Figure 1. Local utilization.
7 x 7 tiles, from white (low) to dark blue (high), 0 to 100% covered.
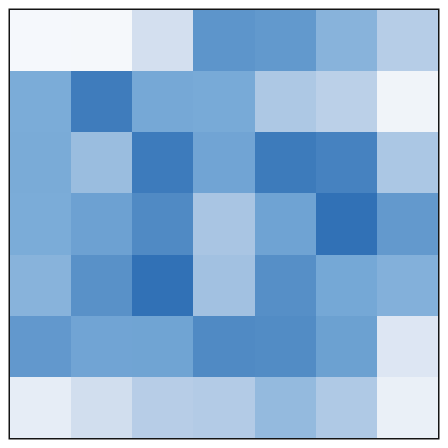
Figure 2. M1 wires.
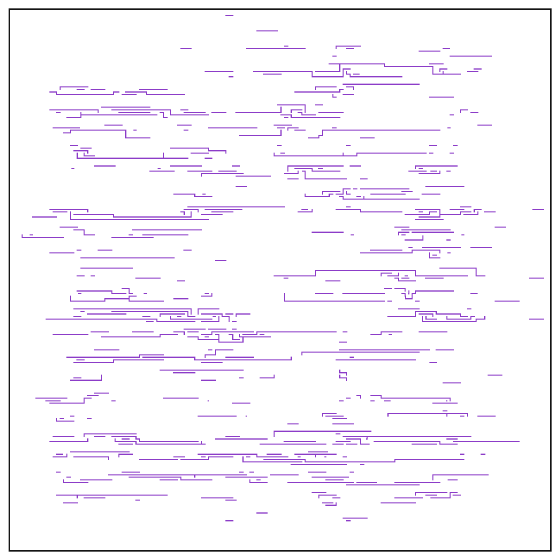
Figure 3. Where the registers sit.
Other sequential cells in the stronger gray, the rest of the logic in the fainter gray.
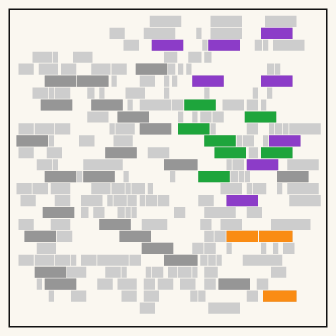
Figure 4. Metal 2.
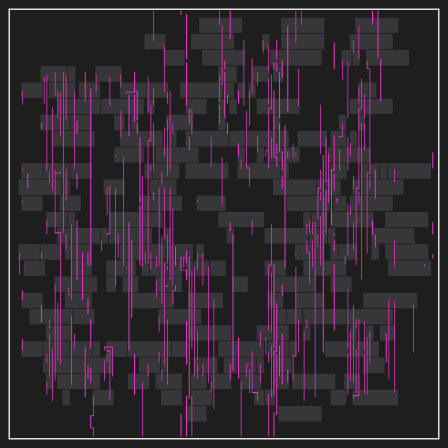
Figure 5. Placed standard cells.
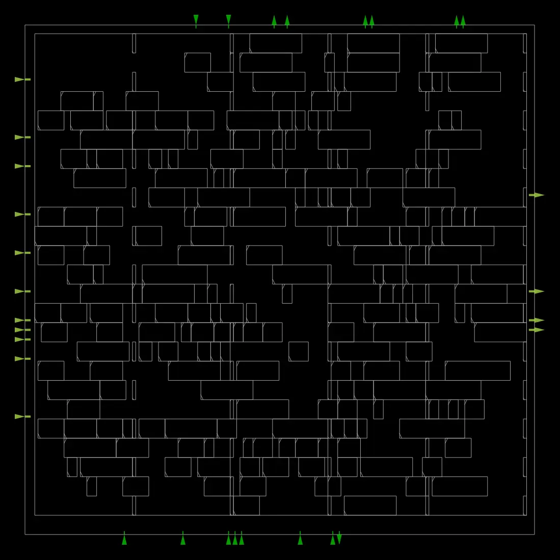
==> src/rtl/serial_adder_ctrl.sv <==
// Bit-serial adder controller: adds a + b + cin one full-adder stage per
// clock, LSB first, and presents {cout, s} with a one-cycle done pulse.
module serial_adder_ctrl #(
  parameter int WIDTH = 8
) (
  input  logic             clk,
  input  logic             rst,
  input  logic             start,
  input  logic [WIDTH-1:0] a,
  input  logic [WIDTH-1:0] b,
  input  logic             cin,
  output logic             busy,
  output logic             done,
  output logic [WIDTH-1:0] s,
  output logic             cout
);

  localparam int CW = $clog2(WIDTH);

  typedef enum logic [1:0] {
    IDLE = 2'd0,
    ADD  = 2'd1,
    DONE = 2'd2
  } state_t;

  state_t           state_q, state_d;
  logic [WIDTH-1:0] op_a_q, op_a_d;
  logic [WIDTH-1:0] op_b_q, op_b_d;
  logic [WIDTH-1:0] sum_q, sum_d;
  logic             carry_q, carry_d;
  logic [CW-1:0]    cnt_q, cnt_d;
  logic             busy_q, busy_d;
  logic             done_q, done_d;
  logic [WIDTH-1:0] s_q, s_d;
  logic             cout_q, cout_d;

  logic             sum_bit;
  logic             carry_nxt;
  logic [WIDTH-1:0] sum_shifted;

  // Next-state and datapath: one full-adder stage per ADD cycle, results
  // copied to the output registers only on the final bit.
  always_comb begin
    state_d     = state_q;
    op_a_d      = op_a_q;
    op_b_d      = op_b_q;
    sum_d       = sum_q;
    carry_d     = carry_q;
    cnt_d       = cnt_q;
    busy_d      = busy_q;
    done_d      = 1'b0;
    s_d         = s_q;
    cout_d      = cout_q;

    sum_bit     = op_a_q[0] ^ op_b_q[0] ^ carry_q;
    carry_nxt   = (op_a_q[0] & op_b_q[0]) | (op_a_q[0] & carry_q) | (op_b_q[0] & carry_q);
    sum_shifted = {sum_bit, sum_q[WIDTH-1:1]};

    case (state_q)
      IDLE: begin
        if (start) begin
          op_a_d  = a;
          op_b_d  = b;
          carry_d = cin;
          cnt_d   = '0;
          sum_d   = '0;
          busy_d  = 1'b1;
          state_d = ADD;
        end
      end
      ADD: begin
        op_a_d  = op_a_q >> 1;
        op_b_d  = op_b_q >> 1;
        sum_d   = sum_shifted;
        carry_d = carry_nxt;
        cnt_d   = cnt_q + CW'(1);
        if (cnt_q == CW'(WIDTH - 1)) begin
          s_d     = sum_shifted;
          cout_d  = carry_nxt;
          busy_d  = 1'b0;
          done_d  = 1'b1;
          state_d = DONE;
        end
      end
      DONE: begin
        state_d = IDLE;
      end
      default: begin
        state_d = IDLE;
        busy_d  = 1'b0;
      end
    endcase
  end

  // State and output registers with synchronous reset that aborts any operation.
  always_ff @(posedge clk) begin
    if (rst) begin
      state_q <= IDLE;
      op_a_q  <= '0;
      op_b_q  <= '0;
      sum_q   <= '0;
      carry_q <= 1'b0;
      cnt_q   <= '0;
      busy_q  <= 1'b0;
      done_q  <= 1'b0;
      s_q     <= '0;
      cout_q  <= 1'b0;
    end else begin
      state_q <= state_d;
      op_a_q  <= op_a_d;
      op_b_q  <= op_b_d;
      sum_q   <= sum_d;
      carry_q <= carry_d;
      cnt_q   <= cnt_d;
      busy_q  <= busy_d;
      done_q  <= done_d;
      s_q     <= s_d;
      cout_q  <= cout_d;
    end
  end

  assign busy = busy_q;
  assign done = done_q;
  assign s    = s_q;
  assign cout = cout_q;

endmodule

==> config.mk <==
export PLATFORM = sky130hd
export DESIGN_NAME = serial_adder_ctrl
export DESIGN_NICKNAME = d
export VERILOG_FILES = /design/src/rtl/serial_adder_ctrl.sv
export SDC_FILE = /design/constraint.sdc
export NUM_CORES = 1
export LEC_CHECK = 0
export CAP_MARGIN = 20
export CELL_PAD_IN_SITES_DETAIL_PLACEMENT = 0
export CELL_PAD_IN_SITES_GLOBAL_PLACEMENT = 1
export CORE_MARGIN = 1
export CORE_UTILIZATION = 35
export CTS_CLUSTER_DIAMETER = 60
export DETAILED_ROUTE_END_ITERATION = 8
export PLACE_DENSITY_LB_ADDON = 0.1
export SYNTH_ARGS = -nofsm -noshare
export SYNTH_HDL_FRONTEND = slang
export SYNTH_SLANG_ARGS = --single-unit
==> constraint.sdc <==
create_clock -name clk -period 1.25 [get_ports clk]
set_input_delay 0.25 -clock clk [delete_from_list [all_inputs] [get_ports clk]]
set_output_delay 0.25 -clock clk [all_outputs]
set_load 0.05 [all_outputs]
==> flow_metrics.env <==
# source this file to load flow results
export IMPL_gp_congestion=0.6961
export IMPL_avgSynthCellArea_um2=9.788
export IMPL_yosys_area_top_type_share=0.4675
export IMPL_grt_usage=0.1477
export IMPL_critPathKind="in -> reg"
export IMPL_finalHoldViolations=0
export IMPL_wl_met2_mm=1.815
export IMPL_ff_count=40
export IMPL_dr_pass1_iters=4
export IMPL_fin_hold_ws_ns=0.2580
export IMPL_cap_viol_max_count=0
export IMPL_syn_cell_area_um2=1713
export IMPL_logic_gates=119
export IMPL_cts_hold_buf=0
export IMPL_antenna_left=0
export IMPL_htree_num_levels=2
export IMPL_cts_tree="done"
export IMPL_drive_gt1_frac=0.2877
export IMPL_status="finished clean"
export IMPL_crit_buf_inv=2
export IMPL_finalClockPeriodUsage=0.9646
export IMPL_required_ns=1.41
export IMPL_ys_warn_count=0
export IMPL_aoi_share=0.1943
export IMPL_cts_setup_buffers=0
export IMPL_crit_end="op_b_q[6]"
export IMPL_sh_comb_area=0.3583
export IMPL_simple_gate_share=0.1651
export IMPL_drt_iter0_drc=51
export IMPL_synthTopCellsByArea="dfxtp_1 (47%), a211oi_2 (9.5%), mux2i_1 (8.2%)"
export IMPL_nNetsFinal=234
export IMPL_place_area_um2=2221
export IMPL_wl_per_cell_um=12.78
export IMPL_max_stage_delay_ns=0.54
export IMPL_top_cell="dfxtp_1"
export IMPL_grt_busiest_layer="met2"
export IMPL_rr_worst_depth=3
export IMPL_hold_path_class="in -> reg"
export IMPL_clock_sinks=40
export IMPL_largestClassByArea="multi-input combinational cells"
export IMPL_r2r_slack_ns=0.06
export IMPL_met1Wirelength_mm=1.604
export IMPL_synthAdderAreaFrac=0.02630
export IMPL_maxSlewViolCount=0
export IMPL_min_from="rst"
export IMPL_cts_root_buffer="clkbuf_8"
export IMPL_clkTransAtPathRegs_ns=0.08
export IMPL_via_per_inst=4.839
-- Figure 1 (at the start) --
mean over tiles	45%
fullest tile	74%
FP Core Util: 0.3626
CORE AREA: 4723 µm²
post-layout util: 0.5065

-- Figure 2 (at the start) --
longest straight run	18.4 µm
share of all routed wire	45%
met1 GRT Util: 0.1883
final wirelength: 3.566 mm
via count: 1350

-- Figure 3 (at the start) --
name in the netlist	color	sequential cells
sum_q	green	7
cnt_q	orange	3
s	purple	8
fraction of area in registers: 0.3368
Seq. cell area: 805.8 µm²
Seq. pwr: 1.39 mW

-- Figure 4 (at the start) --
longest straight run	33.0 µm
main direction	vertical
wire length on this layer	1820 µm
met2 usage: 0.2369

-- Figure 5 (at the start) --
row cnt: 25
Final Non-Filler Cells: 279

No activity file was given, so power comes from the tool's default toggle rates.
